Fig. 1: M3 wires
Scale bar: 20 µm.
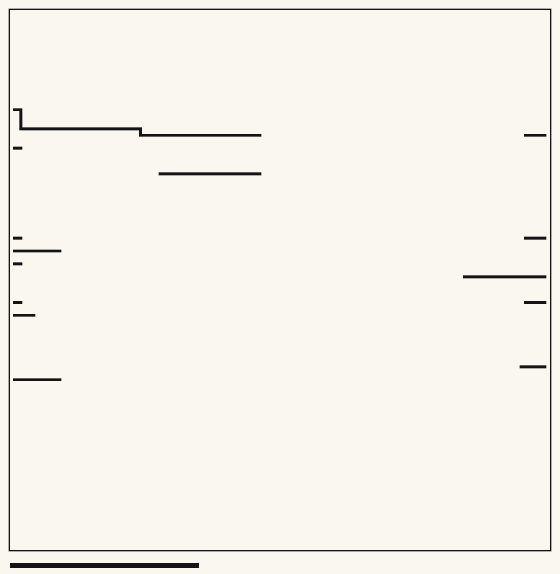
Fig. 2: cell outlines without signal wires
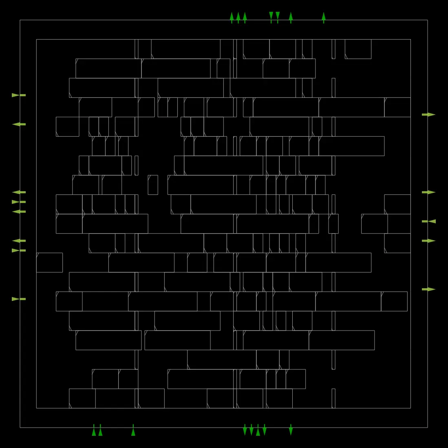
Fig. 3: logic cells by family
Scale bar: 20 µm.
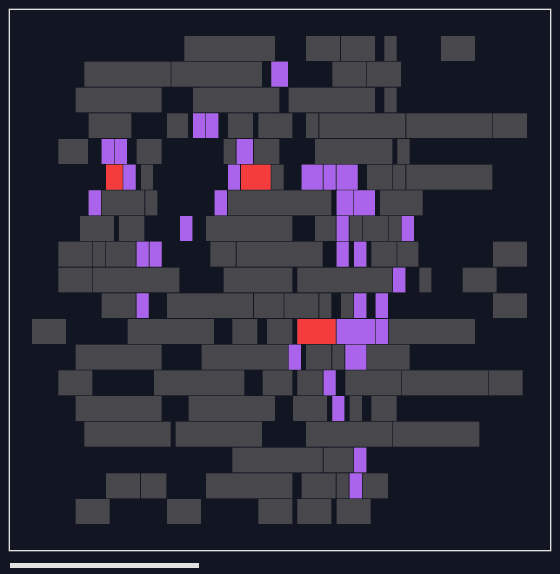
==> config.mk <==
export PLATFORM = sky130hd
export DESIGN_NAME = write_to_read_sync_level
export DESIGN_NICKNAME = d
export VERILOG_FILES = /design/src/rtl/write_to_read_sync_level.sv
export SDC_FILE = /design/constraint.sdc
export NUM_CORES = 1
export LEC_CHECK = 0
export ABC_AREA = 1
export CORE_MARGIN = 2
export CORE_UTILIZATION = 40
export DETAILED_ROUTE_END_ITERATION = 10
export PLACE_DENSITY = 0.7
export SLEW_MARGIN = 20
export SYNTH_ARGS = -nofsm -noshare
export SYNTH_HDL_FRONTEND = slang
export SYNTH_SLANG_ARGS = --single-unit
==> constraint.sdc <==
create_clock -name read_clock_i -period 2.2 [get_ports read_clock_i]
set_input_delay 0.66 -clock read_clock_i [delete_from_list [all_inputs] [get_ports read_clock_i]]
set_output_delay 0.66 -clock read_clock_i [all_outputs]
set_load 0.01 [all_outputs]
==> Table 3: Implementation characteristics <==
Implementation parameters

Parameter                              Value

Run status
  Result of the run .................. complete, no violations

Worst hold path
  Class of the worst hold path .................. reg2reg

Clocking
  Clock latency on the worst-skew pair .................. 0.31 ns
  Number of sinks on the clock net .................. 26
  Post-cts hold buffer count .................. 0

Synth
  Post-synth net total .................. 123
  Proportion of register bits with asynchronous set or reset after synthesis .................. 1.00
  Post-synthesis instance area .................. 1130 µm²
  Area leader share .................. 0.532
  Cell type with the highest aggregate area in the netlist .................. dfrtp_1
  Synthesis area per yosys .................. 1130 µm²
  Part of the Yosys area used for sequential elements .................. 0.579
  Synthesis warning total .................. 0
  Top post-synthesis cells by area .................. dfrtp_1 53%, nand2_1 9.6%, ha_1 5.5%

Power
  Power in sequential cells .................. 550 µW
  Power consumption .................. 1.16 mW
  Power Combinational .................. 293 µW
  Clock Power .................. 319 µW
  Share of total power in sequential cells .................. 0.473

Final timing
  RSZ-0062 raised after global routing .................. yes
  Fin Hold WS .................. 0.366 ns
  Final slew viol count .................. 0

GRT
  Most Used Layer, Global Route .................. met2
  Met2 Use GR .................. 0.236
  Vias in the first global route .................. 774

Critical path
  Path type of the worst setup path .................. reg2reg
  Critical Path Sink Type .................. flop
  Delay contributed by the slowest stage of the critical path .................. 0.54 ns
  Number of buffers and inverters on the critical path .................. 2

Die
  Chip area .................. 3260 µm²
  I/O pin total .................. 28

Layout
  Comb_multi_in .................. 56
  Sequential cell area in the final layout .................. 656 µm²
  Fraction of layout instances using a drive strength above 1 .................. 0.229
  NumNets Final .................. 159

Place
  Dpl hpwl .................. 1480 µm
  Port Buf Inserts .................. 27

Routing
  Met1 wire length .................. 842 µm
## Picture notes: Fig. 1
share of all routed wire = 3.6%
nets with wire on the layer = 14
longest straight run = 12.7 µm
DR vias: 758
routing usage on met3: 0.0227
final wirelength: 1970 µm

## Picture notes: Fig. 2
Core Box Area: 2710 µm²
tap cells: 31
Core Rows: 19
sequential portion of the cell area: 0.420
Fill cells: 229

## Picture notes: Fig. 3
aoi and oai cells -> red  # cells 3
nand cells -> purple  # cells 34, most used nand2_1
final std cells w/o fill: 171
multi-input logic portion of the cell area: 0.259

[cells by family (layout without fill, tap and decap cells)]
kind of cell / after synthesis / after routing / synth area share
AOI/OAI and AO/OA: 5 / 5 / 0.0321
xor gates and xnor gates: 6 / 6 / 0.0532
adders and majority gates: 7 / 7 / 0.0909
buffers and inverters: 23 / 58 / 0.102
DFF: 26 / 26 / 0.579
and+or+nand+nor: 38 / 38 / 0.143
[Yosys cell counts, types with 2 or more instances]
library cell / count
buf_4: 5
dfrtp_1: 24
dfstp_2: 2
fa_1: 2
ha_1: 5
inv_1: 16
nand2_1: 29
nand3_1: 3
nor2_1: 2
xor2_1: 4
[what timing repair did]
action,in CTS,in global routing
pin swaps,0,11
gates resized,3,10
setup endpoints to repair,3,5
setup buffers,1,4
Power and IR drop assume default switching activity.
